### src/rtl/cpu_pkg.sv
// Shared CPU definitions: register-file addressing.
package cpu_pkg;
    localparam int REG_ADDR_W = 5;
    localparam int NUM_REGS   = 32;

    typedef logic [REG_ADDR_W-1:0] reg_addr_t;
endpackage

### src/rtl/cpu_rr_arbiter.sv
// Combinational round-robin arbiter: scans req starting at ptr, returns a one-hot grant.
module cpu_rr_arbiter #(
    parameter int N  = 3,
    parameter int IW = (N > 1) ? $clog2(N) : 1
) (
    input  logic [N-1:0]  req,
    input  logic [IW-1:0] ptr,
    output logic [N-1:0]  gnt,
    output logic [IW-1:0] gnt_idx
);
    logic found;
    int   idx;

    always_comb begin
        gnt     = '0;
        gnt_idx = '0;
        found   = 1'b0;
        idx     = 0;
        for (int k = 0; k < N; k++) begin
            idx = int'(ptr) + k;
            if (idx >= N) idx = idx - N;
            if (!found && req[idx]) begin
                found      = 1'b1;
                gnt[idx]   = 1'b1;
                gnt_idx    = IW'(idx);
            end
        end
    end
endmodule

### src/rtl/cpu_regfile_wb_ctrl.sv
// Writeback arbiter + registered write stage for cpu_regfile, with a pending-write
// scoreboard used by decode for RAW checks and WAW issue stalls.
module cpu_regfile_wb_ctrl
    import cpu_pkg::*;
#(
    parameter int XLEN    = 32,
    parameter int NUM_REQ = 3
) (
    input  logic                      clk,
    input  logic                      reset,
    input  logic                      issue_valid,
    input  logic [4:0]                issue_rd,
    output logic                      issue_ready,
    input  logic [4:0]                rs1_addr,
    input  logic [4:0]                rs2_addr,
    output logic                      rs1_busy,
    output logic                      rs2_busy,
    input  logic [NUM_REQ-1:0]        wb_valid,
    output logic [NUM_REQ-1:0]        wb_ready,
    input  logic [NUM_REQ*5-1:0]      wb_rd,
    input  logic [NUM_REQ*XLEN-1:0]   wb_data,
    input  logic                      flush,
    output logic [4:0]                rd_addr,
    output logic [XLEN-1:0]           rd_data,
    output logic                      rd_write_en
);
    localparam int IW = $clog2(NUM_REQ);

    reg_addr_t [NUM_REQ-1:0]        req_rd;
    logic [NUM_REQ-1:0][XLEN-1:0]   req_data;
    logic [NUM_REGS-1:0]            busy, busy_nxt;
    logic [IW-1:0]                  rr_ptr, gnt_idx;
    logic [NUM_REQ-1:0]             gnt;
    logic                           xfer, issue_fire;
    reg_addr_t                      sel_rd;
    logic [XLEN-1:0]                sel_data;

    assign req_rd   = wb_rd;
    assign req_data = wb_data;

    cpu_rr_arbiter #(.N(NUM_REQ), .IW(IW)) u_arb (
        .req     (wb_valid),
        .ptr     (rr_ptr),
        .gnt     (gnt),
        .gnt_idx (gnt_idx)
    );

    // Grants keep flowing during flush so requesters drain; the data is just dropped.
    assign wb_ready   = reset ? gnt : '0;
    assign xfer       = |wb_ready;
    assign sel_rd     = req_rd[gnt_idx];
    assign sel_data   = req_data[gnt_idx];

    assign issue_ready = reset & ~busy[issue_rd] & ~flush;
    assign issue_fire  = issue_valid & issue_ready;
    assign rs1_busy    = busy[rs1_addr];
    assign rs2_busy    = busy[rs2_addr];

    // Set is applied after clear so a same-register collision leaves it pending.
    always_comb begin
        busy_nxt = busy;
        if (rd_write_en) busy_nxt[rd_addr] = 1'b0;
        if (issue_fire)  busy_nxt[issue_rd] = 1'b1;
        if (flush)       busy_nxt = '0;
        busy_nxt[0] = 1'b0;
    end

    always_ff @(posedge clk or negedge reset) begin
        if (!reset) begin
            busy        <= '0;
            rr_ptr      <= '0;
            rd_write_en <= 1'b0;
            rd_addr     <= '0;
            rd_data     <= '0;
        end else begin
            busy <= busy_nxt;
            if (xfer)
                rr_ptr <= (gnt_idx == IW'(NUM_REQ - 1)) ? '0 : gnt_idx + IW'(1);
            if (xfer && !flush && sel_rd != '0) begin
                rd_write_en <= 1'b1;
                rd_addr     <= sel_rd;
                rd_data     <= sel_data;
            end else begin
                rd_write_en <= 1'b0;
            end
        end
    end
endmodule

### config.mk
export PLATFORM = sky130hd
export DESIGN_NAME = cpu_regfile_wb_ctrl
export DESIGN_NICKNAME = d
export VERILOG_FILES = /design/src/rtl/cpu_pkg.sv /design/src/rtl/cpu_rr_arbiter.sv /design/src/rtl/cpu_regfile_wb_ctrl.sv
export SDC_FILE = /design/constraint.sdc
export NUM_CORES = 1
export LEC_CHECK = 0
export CAP_MARGIN = 40
export CORE_MARGIN = 2
export CORE_UTILIZATION = 37
export CTS_BUF_LIST = sky130_fd_sc_hd__clkbuf_4 sky130_fd_sc_hd__clkbuf_8
export CTS_CLUSTER_SIZE = 8
export DETAILED_ROUTE_END_ITERATION = 10
export HOLD_SLACK_MARGIN = 0.06
export PLACE_DENSITY_LB_ADDON = 0.15
export SLEW_MARGIN = 20
export SYNTH_ARGS = -nofsm -noshare
export SYNTH_HDL_FRONTEND = slang
export SYNTH_SLANG_ARGS = --single-unit
### constraint.sdc
create_clock -name clk -period 2.8 [get_ports clk]
set_input_delay 0.28 -clock clk [delete_from_list [all_inputs] [get_ports clk]]
set_output_delay 0.28 -clock clk [all_outputs]
set_load 0.01 [all_outputs]
**Run 1: a small window of the routed layout**

Window x 18 to 43, y 79 to 104 µm. Cells in gray, sequential cells in the stronger gray; small squares are vias.
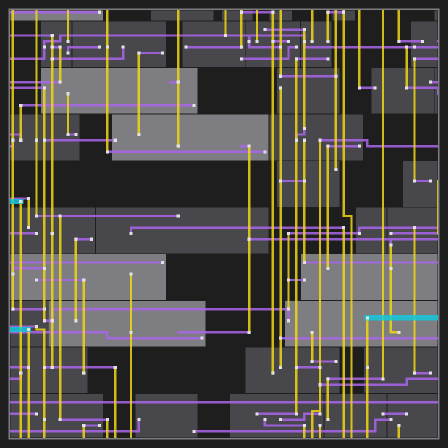
layer	color
M1	purple
M2	yellow
M3	cyan
cells with their middle in the window	31
most frequent	mux2_4 (8), clkdlybuf4s50_1 (8), dfrtp_1 (6)
netlist names of flops here include	rd_data (6)
sequential cells in the window	6

**Run 1: cells by drive strength**

Drawn at 3 px/µm.
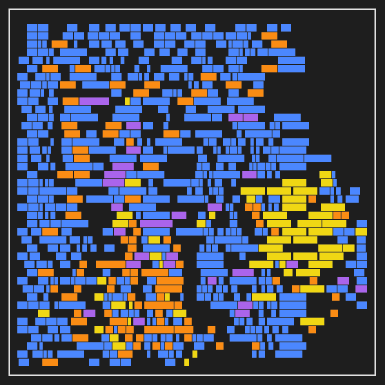
size	color	cells	most used
x6 and larger	purple	27	clkbuf_8
x1 and smaller	blue	539	clkdlybuf4s50_1
x3 and x4	orange	98	buf_4
x2	yellow	56	mux4_2
cell area after layout: 0.00788 mm²
Synth-to-Final Area Change: 54.1%
Worst Setup Slack, final: -0.167 ns

==> Slide: Implementation Results, run 1 <==
Run Summary

Worst setup path
  – Crit path arrival time: around 3.2 ns
  – CP Max Fanout: 7
  – Kind of end point of the critical path: flop
  – Startpoint types: flop
  – Worst Setup SP: rr_ptr[1]$_DFFE_PN0P_
  – Worst R2R End: rd_data[9]$_DFFE_PN0P_
  – CP Capture Point: rd_data[9]$_DFFE_PN0P_
  – CP max stage delay: roughly 0.39 ns
  – R2R Path Start: rr_ptr[1]$_DFFE_PN0P_
  – CP Buf/Inv Count: 6
  – Kind of critical path: reg2reg
  – CP Depth: 14
  – Worst R2R Path Depth: 14
  – Worst EP required: approximately 3.0 ns
  – Crit-path leading delay family: AND-OR/OR-AND gates
  – Worst R2R Setup Slack: -0.17 ns
  – Slowest cell on the critical path: dfrtp_1
  – Worst path cell trace: buf_6 > ha_4 > buf_6 > mux2i_2 > o32a_1 > o21ai_2 > buf_4 > o211ai_1 > buf_4 > a31o_4 > a21o_4 > buf_12 > buf_16 > mux2_4

Detailed routing
  – Residual DRC: 0
  – Post-route antenna net violation count: 0
  – Via/cell ratio: approximately 5.2
  – Metal3 WL: 1.11 mm
  – Wire length on met2: around 8 mm
  – Number of iterations in the first detailed-routing pass: 5
  – 1st-iter DRT viols: 233
  – Routed wire per std cell: 17.6 µm
  – Top Layer Used: met4

Clock network
  – # hold bufs at CTS: 1
  – Clk pin slew, worst setup/hold paths: 0.08 ns
  – H-tree depth: 3
  – Clock tree sinks: 71
  – Root Buffer: clkbuf_8
  – CTS tree: built
  – TritonCTS Buffers: 9
  – Clock Latency Late Sink: 0.35 ns
  – Setup Fix Bufs, Post-CTS: 11
  – Clock buffer depth: 2
  – Post_cts resized: 33

Floorplan
  – I/O pins: ~180
  – Number of cell rows: ~42
  – Core Util at FP: between 30% and 40%
  – Die Size: about 0.015 mm²
  – Die Ht: between 100 and 150 µm
  – Num tapcells: between 150 and 200
  – Core Box Area: around 0.013 mm²
  – Die X: 122 µm

Power
  – Seq pwr: roughly 1.6 mW
  – Sequential share of power: between 20% and 30%
  – Switch share: 37.2%
  – P_clk: around 870 µW
  – Worst IR Drop VDD: 559 µV
  – Leak: ~3.3 nW
  – Cell Int Power: between 4 and 5 mW
  – Tot Pwr: 6.49 mW
  – Clock network fraction of total power: a little over an eighth
  – Pwr/cell area: between 800 and 900 mW/mm²
  – P_comb: approximately 4.0 mW
  – Sw power: about 2.4 mW

Synthesis
  – Synthesized net count: between 600 and 700
  – Ys Warns: 0
  – Sequential element share of the synthesized area: a little over a third
  – Dominant kind of combinational cell: multiplexers
  – Area leader share: 34.8%
  – Mapped Area: about 0.005 mm²
  – Most used DFF post-synth: dfrtp_1
  – Yosys reg bits: 71
  – Count leader, synth: o21ai_0
  – Synth Instances: 497
  – Post-Synth Adder-Cell Area: less than 1%
  – Post-synth top cells: o21ai_0 (74), dfrtp_1 (71), nand2_1 (63), mux2i_1 (41), mux4_2 (27)
  – Simple Share, Synth: between 15 and 20%
  – Yosys stat area: 0.00511 mm²
  – Yosys top cell by area: dfrtp_1
  – Post-synth ARST share: 100%
  – XORs/XNORs by Area: 0%
  – Ao+oa area frac: between 10% and 20%
  – Avg Cell Area, Syn: ~10 µm²

Finish
  – Inverter count: 9
  – Nets: around 850
  – Comb area: ~0.0033 mm²
  – Max-area cell class: multi-input combinational cells
  – Layout clock area frac: 2.68%
  – Non-Clock Buffer Count: between 200 and 250
  – Largest regs: rd_data x32, busy x31, rd_addr x5
  – Top cells excl fill/tap: clkdlybuf4s50_1 (168), o21ai_0 (74), dfrtp_1 (71)
  – Logic Gate Count: 382
  – Fin cells: between 800 and 900
  – Buffering overhead: between 20% and 30%
  – Logic share of the area: 41.7%
  – Flip-flops: 71
  – Sequential fraction of total cell area: between 20% and 30%
  – Most flop-heavy register: rd_data
  – Final core utilization: about three fifths
  – Clock buffer count: 12
  – Ratio of cells with drive above 1 in the final layout: 25.1%
  – FF+latch area: roughly 0.0018 mm²
  – Commonest Layout Cell: clkdlybuf4s50_1
  – FILL cells: roughly 1200

GRT
  – Initial antenna violation count: 0
  – Vias in the first global route: between 4000 and 5000
  – Grt met3 use: approximately 5.6%
  – Grt met2 use: between 30 and 40%
  – Largest net degree at the start of global routing: 72
  – First-pass GRT wire length: roughly 25 mm
  – Grt peak-use layer: met2
  – Gr usage total: a little over a fifth

Status
  – Status: finished with violations
  – Failing checks: setup timing

Placement
  – Placed insts: 865
  – Port bufs: around 180
  – GPL Wtd Cong: 0.906
  – Detail Placement HPWL: about 12 mm
  – Dpl ws: -0.339 ns

STA
  – Max Freq: between 300 and 400 MHz
  – Ratio of final minimum period to clock period: 106%
  – Endpoints failing setup: 36
  – Slew Limit Fails: 0
  – RSZ-0062 raised after global routing: yes
  – Setup Skew: roughly 0.013 ns
  – Min Tclk post-route: approximately 3 ns
  – Hold Violations, Final: 0
  – Setup TNS: -3.19 ns
  – Worst Setup Slack, final: -0.167 ns

Run
  – Tool warnings: 31
  – MaxCap Viol Count: 0

Hold path
  – Worst min-delay path category: in2async
**Run 1: M1 wires**

Drawn at 4 px/µm.
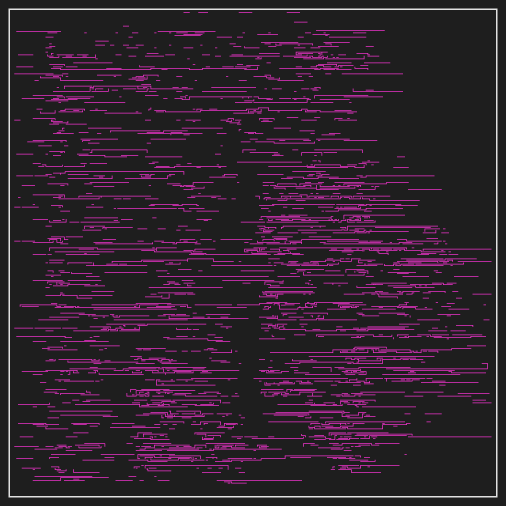
longest straight run	31.7 µm
share of all routed wire	41%
DRT Wirelength: 15.7 mm
via count: 4676
met1 GRT Util: 26.6%

**Run 1: placed cells, one color a class**

Drawn at 3 px/µm.
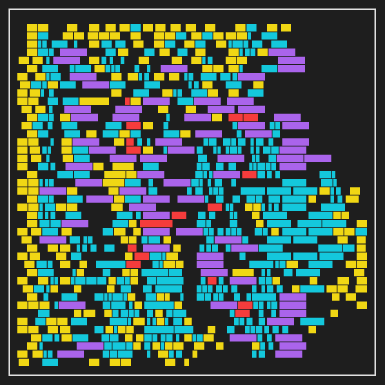

==> run 2: changes to the inputs <==
clock period = 3.1 ns   (was 2.8 ns; I/O delays follow)
**Run 2: placed cells, one color a class**

Drawn at 3 px/µm.
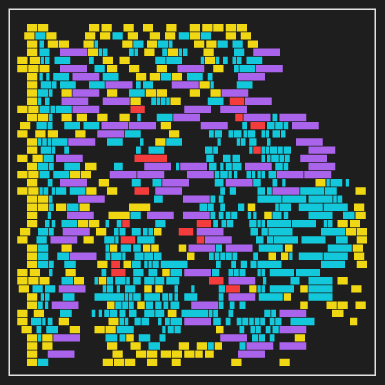
class	color	cells	share of their area
clock drivers and dummy loads	red	16	2.9%
registers	purple	71	25%
remaining buffers and delay cells	yellow	207	28%
remaining logic cells	cyan	391	44%
sequential fraction of total cell area: 24.0%
cell area after layout: 0.00741 mm²
Core Box Area: 0.0133 mm²
final core utilization: 55.5%

**Run 2: a small window of the routed layout**

Window x 18 to 43, y 79 to 104 µm. Cells in gray, sequential cells in the stronger gray; small squares are vias.
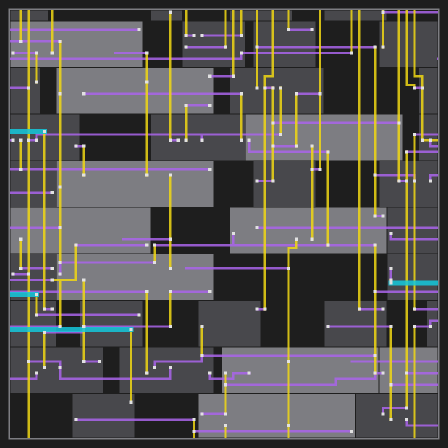
layer	color
M3	cyan
M2	yellow
M1	purple
sequential cells in the window	9
cells with their middle in the window	29
netlist names of flops here include	rd_data (9)
most frequent	clkdlybuf4s50_1 (10), dfrtp_1 (9), mux2_4 (7)

**Run 2: cells by drive strength**

Drawn at 3 px/µm.
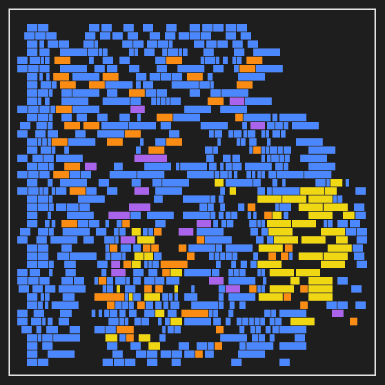
size	color	cells	most used
x3 and x4	orange	60	buf_4
x2	yellow	50	mux4_2
x6 and larger	purple	16	clkbuf_8
x1 and smaller	blue	559	clkdlybuf4s50_1

==> Slide: Implementation Results, run 2 <==
Run Summary

Power
  – Worst IR Drop VDD: 482 µV (-14%)
  – Cell Int Power: 3.31 mW (-19%)
  – Sw power: 2.02 mW (-16%)
  – Tot Pwr: 5.33 mW (-18%)
  – Leak: 3.00 nW (-8.7%)
  – Pwr/cell area: 718 mW/mm² (-13%)
  – Seq pwr: 1.42 mW (-10%)
  – Clock network fraction of total power: 14.5% (+1.1 points)
  – Switch share: 37.9% (+0.74 points)
  – P_comb: 3.13 mW (-22%)
  – Sequential share of power: 26.7% (+2.1 points)

Placement
  – Detail Placement HPWL: 12.2 mm (+0.96%)
  – GPL Wtd Cong: 0.898 (-0.88%)
  – Port bufs: 176 (unchanged)
  – Dpl ws: -0.164 ns (+0.175 ns)

Worst setup path
  – Worst R2R Path Depth: 10 (-4)
  – Kind of critical path: in2out
  – CP Buf/Inv Count: 3 (-3)
  – CP max stage delay: 0.52 ns (+0.13 ns)
  – Kind of end point of the critical path: primary output
  – Startpoint types: input pin
  – CP Capture Point: rs1_busy
  – CP Max Fanout: 9 (+2)
  – Slowest cell on the critical path: mux4_2
  – Worst path cell trace: clkdlybuf4s50_1 > buf_4 > mux4_2 > mux4_2 > mux2_2 > clkdlybuf4s50_1
  – Crit-path leading delay family: multiplexers
  – CP Depth: 6 (-8)
  – Worst R2R End: rd_data[2]$_DFFE_PN0P_
  – Crit path arrival time: 2.69 ns (-0.51 ns)
  – Worst Setup SP: rs1_addr[0]

STA
  – Ratio of final minimum period to clock period: around 97%
  – RSZ-0062 raised after global routing: yes
  – Endpoints failing setup: 0 (-100%)
  – Max Freq: between 300 and 400 MHz
  – Setup Skew: 0.0141 ns (+0.000864 ns)
  – Setup TNS: 0 ns (+3.19 ns)
  – Hold Violations, Final: 0 (unchanged)
  – Slew Limit Fails: 0 (unchanged)
  – Worst Setup Slack, final: 0.0960 ns (+0.263 ns)

Clock network
  – Post_cts resized: 8 (-76%)
  – CTS tree: built
  – Root Buffer: clkbuf_8
  – # hold bufs at CTS: 1 (unchanged)
  – TritonCTS Buffers: 9 (unchanged)
  – Clock tree sinks: 71 (unchanged)
  – Clk pin slew, worst setup/hold paths: 0.08 ns (about the same)
  – Clock buffer depth: 2 (unchanged)
  – Clock Latency Late Sink: 0.35 ns (about the same)

Synthesis
  – Post-Synth Adder-Cell Area: 0.979% (unchanged)
  – Post-synth top cells: o21ai_0 (74), dfrtp_1 (71), nand2_1 (63), mux2i_1 (41), mux4_2 (27)
  – Synth Instances: 497 (unchanged)
  – Simple Share, Synth: 15.3% (unchanged)
  – XORs/XNORs by Area: 0% (unchanged)
  – Sequential element share of the synthesized area: 34.8% (unchanged)
  – Synthesized net count: 634 (unchanged)
  – Count leader, synth: o21ai_0
  – Dominant kind of combinational cell: multiplexers
  – Ao+oa area frac: 13.7% (unchanged)
  – Yosys top cell by area: dfrtp_1
  – Area leader share: 34.8% (unchanged)
  – Most used DFF post-synth: dfrtp_1
  – Yosys reg bits: 71 (unchanged)
  – Mapped Area: 0.00511 mm² (unchanged)
  – Ys Warns: 0 (unchanged)

Finish
  – Non-Clock Buffer Count: 207 (-14%)
  – Ratio of cells with drive above 1 in the final layout: 18.4% (-6.7 points)
  – Synth-to-Final Area Change: 45.1%
  – Logic Gate Count: 382 (unchanged)
  – Buffering overhead: 27.3% (-2.5 points)
  – Logic share of the area: 42.5% (+0.79 points)
  – Flip-flops: 71 (unchanged)
  – Clock buffer count: 12 (unchanged)
  – Inverter count: 9 (unchanged)
  – Nets: 817 (-4.1%)
  – Fin cells: 861 (-3.9%)
  – Layout clock area frac: 2.78% (+0.10 points)
  – Comb area: 0.00315 mm² (-4.1%)
  – FILL cells: 1211 (+4.1%)
  – Max-area cell class: multi-input combinational cells
  – Commonest Layout Cell: clkdlybuf4s50_1
  – Most flop-heavy register: rd_data
  – Top cells excl fill/tap: clkdlybuf4s50_1 (172), o21ai_0 (74), dfrtp_1 (71)

Status
  – Status: finished, final reports clean

Floorplan
  – Die X: 122 µm (unchanged)
  – Die Size: 0.0148 mm² (unchanged)
  – Num tapcells: 176 (unchanged)
  – Number of cell rows: 42 (unchanged)
  – Die Ht: 122 µm (unchanged)
  – Core Util at FP: 38.3% (unchanged)
  – I/O pins: 177 (unchanged)

Detailed routing
  – DRT Wirelength: 15.4 mm (-2.0%)
  – Top Layer Used: met4
  – Wire length on met2: 7.77 mm (-1.4%)
  – 1st-iter DRT viols: 231 (-0.86%)
  – Routed wire per std cell: 17.9 µm (+2.0%)
  – Metal3 WL: 1.31 mm (+17%)
  – Number of iterations in the first detailed-routing pass: 4 (-1)
  – Post-route antenna net violation count: 0 (unchanged)
  – Residual DRC: 0 (unchanged)

GRT
  – Grt met2 use: 36.6% (-0.81 points)
  – Gr usage total: 21.3% (-0.26 points)
  – Grt peak-use layer: met2
  – Met1 GRT Util: 25.4% (-1.2 points)
  – Largest net degree at the start of global routing: 72 (unchanged)
  – First-pass GRT wire length: 24.4 mm (-1.9%)
  – Initial antenna violation count: 0 (unchanged)
  – Vias in the first global route: 4765 (-2.3%)

Hold path
  – Worst min-delay path category: in2async

Run
  – Tool warnings: 30 (-3.2%)
  – MaxCap Viol Count: 0 (unchanged)
**Run 2: M1 wires**

Drawn at 4 px/µm.
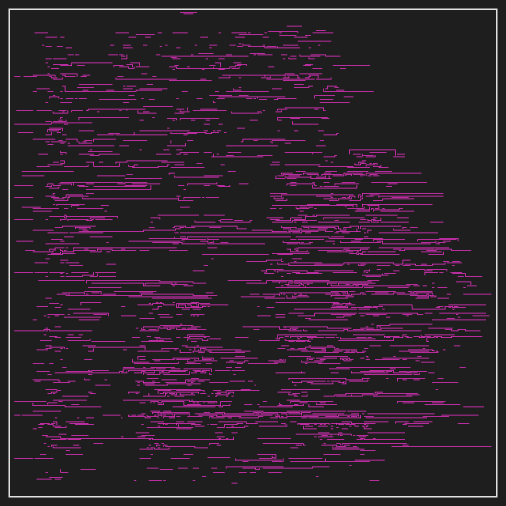

==> run 3: changes to the inputs <==
SKIP_CTS_REPAIR_TIMING = 1   (was unset)
clock period = 2.8 ns   (was 3.1 ns; I/O delays follow)
**Run 3: M1 wires**

Drawn at 4 px/µm.
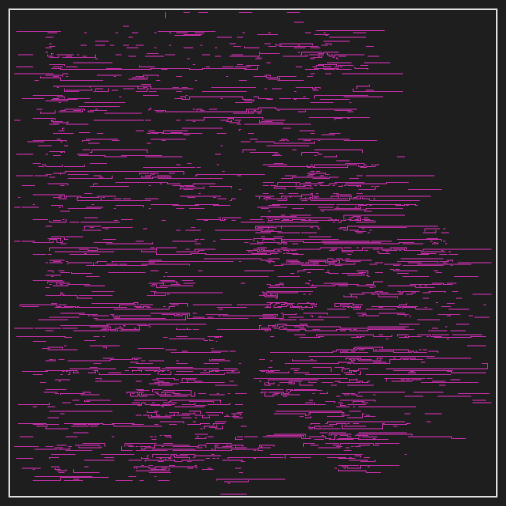
share of all routed wire	40%
main direction	horizontal
met1 GRT Util: 25.9%
via count: 4703

**Run 3: congestion heat map**

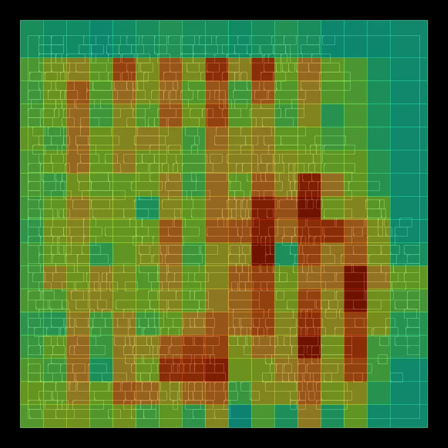
final core utilization: 59.1%
grt peak-use layer: met2
grt met3 use: 5.87%
gr usage total: 21.0%

==> Slide: Implementation Results, run 3 <==
Run Summary

Synthesis
  – Post-Synth Adder-Cell Area: 0.979% (unchanged)
  – Count leader, synth: o21ai_0
  – Ys Warns: 0 (unchanged)
  – Yosys top cell by area: dfrtp_1
  – XORs/XNORs by Area: 0% (unchanged)
  – # Cells Yosys: approximately 500
  – Synthesized net count: 634 (unchanged)
  – Post-synth top cells: o21ai_0 (74), dfrtp_1 (71), nand2_1 (63), mux2i_1 (41), mux4_2 (27)
  – Area leader share: 34.8% (unchanged)
  – Synth Instances: 497 (unchanged)
  – Ao+oa area frac: 13.7% (unchanged)
  – Mapped Area: 0.00511 mm² (unchanged)
  – Dominant kind of combinational cell: multiplexers
  – Yosys reg bits: 71 (unchanged)
  – Most used DFF post-synth: dfrtp_1
  – Simple Share, Synth: 15.3% (unchanged)

Finish
  – Most flop-heavy register: rd_data
  – Buffering overhead: 30.2% (+2.9 points)
  – Logic share of the area: 41.3% (-1.2 points)
  – Inverter count: 9 (unchanged)
  – Logic Gate Count: 382 (unchanged)
  – Top cells excl fill/tap: clkdlybuf4s50_1 (169), o21ai_0 (74), dfrtp_1 (70)
  – Fin cells: 895 (+3.9%)
  – Clock buffer count: 12 (unchanged)
  – Layout clock area frac: 2.68% (-0.10 points)
  – FILL cells: 1158 (-4.4%)
  – Commonest Layout Cell: clkdlybuf4s50_1
  – Antenna cells: 0
  – Comb area: 0.00326 mm² (+3.3%)
  – Sequential fraction of total cell area: 22.6% (-1.4 points)
  – Max-area cell class: multi-input combinational cells
  – Nets: 851 (+4.2%)
  – Ratio of cells with drive above 1 in the final layout: 24.3% (+5.9 points)
  – Flip-flops: 71 (unchanged)

STA
  – Setup Skew: 0.0144 ns (+0.000285 ns)
  – Max Freq: roughly 340 MHz
  – Ratio of final minimum period to clock period: 104%
  – Hold Violations, Final: 0 (unchanged)
  – Setup TNS: -3.37 ns (-3.37 ns)
  – RSZ-0062 raised after global routing: yes
  – Slew Limit Fails: 0 (unchanged)
  – Endpoints failing setup: 36 (+36)
  – Worst Setup Slack, final: -0.119 ns (-0.215 ns)
  – Least-Margin Pin Slew: between 0.5 and 0.6 ns
  – Hold WS: around 0.32 ns

Worst setup path
  – Worst path cell trace: inv_2 > ha_4 > buf_6 > mux2i_2 > o21ai_1 > buf_4 > buf_4 > nand2_1 > a31o_1 > a31o_4 > a21o_4 > clkbuf_16 > mux2_4
  – CP Depth: 13 (+7)
  – Cell repeated most along the worst path: buf_4
  – Worst Setup SP: rr_ptr[0]$_DFFE_PN0P_
  – CP Max Fanout: 8 (-1)
  – Kind of critical path: reg2reg
  – CP max stage delay: 0.45 ns (-0.07 ns)
  – Worst R2R End: rd_data[27]$_DFFE_PN0P_
  – Crit-path leading delay family: AND-OR/OR-AND gates
  – Startpoint types: flop
  – Crit path arrival time: 3.15 ns (+0.46 ns)
  – Kind of end point of the critical path: flop
  – Worst R2R Path Depth: 13 (+3)
  – CP Buf/Inv Count: 5 (+2)
  – CP Capture Point: rd_data[27]$_DFFE_PN0P_
  – Slowest cell on the critical path: dfrtp_2

GRT
  – First-pass GRT wire length: 24.2 mm (-0.82%)
  – Largest net degree at the start of global routing: 72 (unchanged)
  – Grt met2 use: 35.6% (-0.95 points)
  – Initial antenna violation count: 0 (unchanged)
  – Vias in the first global route: 4764 (-0.021%)

Floorplan
  – Die X: 122 µm (unchanged)
  – Core Util at FP: 38.3% (unchanged)
  – Die Size: 0.0148 mm² (unchanged)
  – Number of cell rows: 42 (unchanged)
  – Num tapcells: 176 (unchanged)
  – I/O pins: 177 (unchanged)
  – Core Box Area: 0.0133 mm² (unchanged)
  – Die Ht: 122 µm (unchanged)

Run
  – MaxCap Viol Count: 0 (unchanged)
  – Tool warnings: 30 (unchanged)

Power
  – Leak: 3.35 nW (+11%)
  – Switch share: 37.0% (-0.93 points)
  – P_comb: 4.00 mW (+28%)
  – Tot Pwr: 6.47 mW (+21%)
  – Clock network fraction of total power: 13.4% (-1.1 points)
  – Cell Int Power: 4.08 mW (+23%)
  – Sequential share of power: 24.8% (-1.9 points)
  – Sw power: 2.39 mW (+18%)
  – Worst IR Drop VDD: 571 µV (+18%)
  – Seq pwr: 1.60 mW (+10%)
  – Pwr/cell area: 820 mW/mm² (+14%)

Placement
  – DP Area: 0.00735 mm²
  – Dpl ws: -0.339 ns (-0.175 ns)
  – GPL Wtd Cong: 0.906 (+0.89%)
  – Detail Placement HPWL: 12.0 mm (-0.95%)
  – Port bufs: 176 (unchanged)

Detailed routing
  – DRT Wirelength: 15.8 mm (+2.7%)
  – 1st-iter DRT viols: 271 (+17%)
  – Number of iterations in the first detailed-routing pass: 4 (unchanged)
  – Metal3 WL: 1.21 mm (-7.0%)
  – Residual DRC: 0 (unchanged)
  – Wire length on met2: 7.97 mm (+2.5%)
  – Post-route antenna net violation count: 0 (unchanged)
  – Top Layer Used: met4

Status
  – Failing checks: setup timing
  – Status: finished with violations

Clock network
  – H-tree depth: 3
  – Clock Latency Late Sink: 0.34 ns (about the same)
  – Clk pin slew, worst setup/hold paths: 0.08 ns (about the same)
  – Root Buffer: clkbuf_8
  – CTS tree: built
  – Clock tree sinks: 71 (unchanged)
  – TritonCTS Buffers: 9 (unchanged)
  – Clock buffer depth: 2 (unchanged)

Hold path
  – Worst min-delay path category: in2async
**Run 3: cells by drive strength**

Drawn at 3 px/µm.
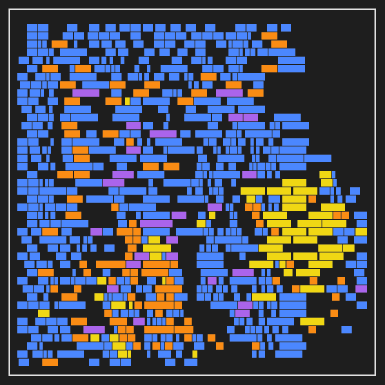
size	color	cells	most used
x1 and smaller	blue	544	clkdlybuf4s50_1
x6 and larger	purple	26	clkbuf_8
x2	yellow	52	mux4_2
x3 and x4	orange	97	buf_4
Synth-to-Final Area Change: 54.3%
Non-Clock Buffer Count: 241
cell area after layout: 0.00788 mm²

Power figures rest on the tool's default switching activity, not on a simulated workload.
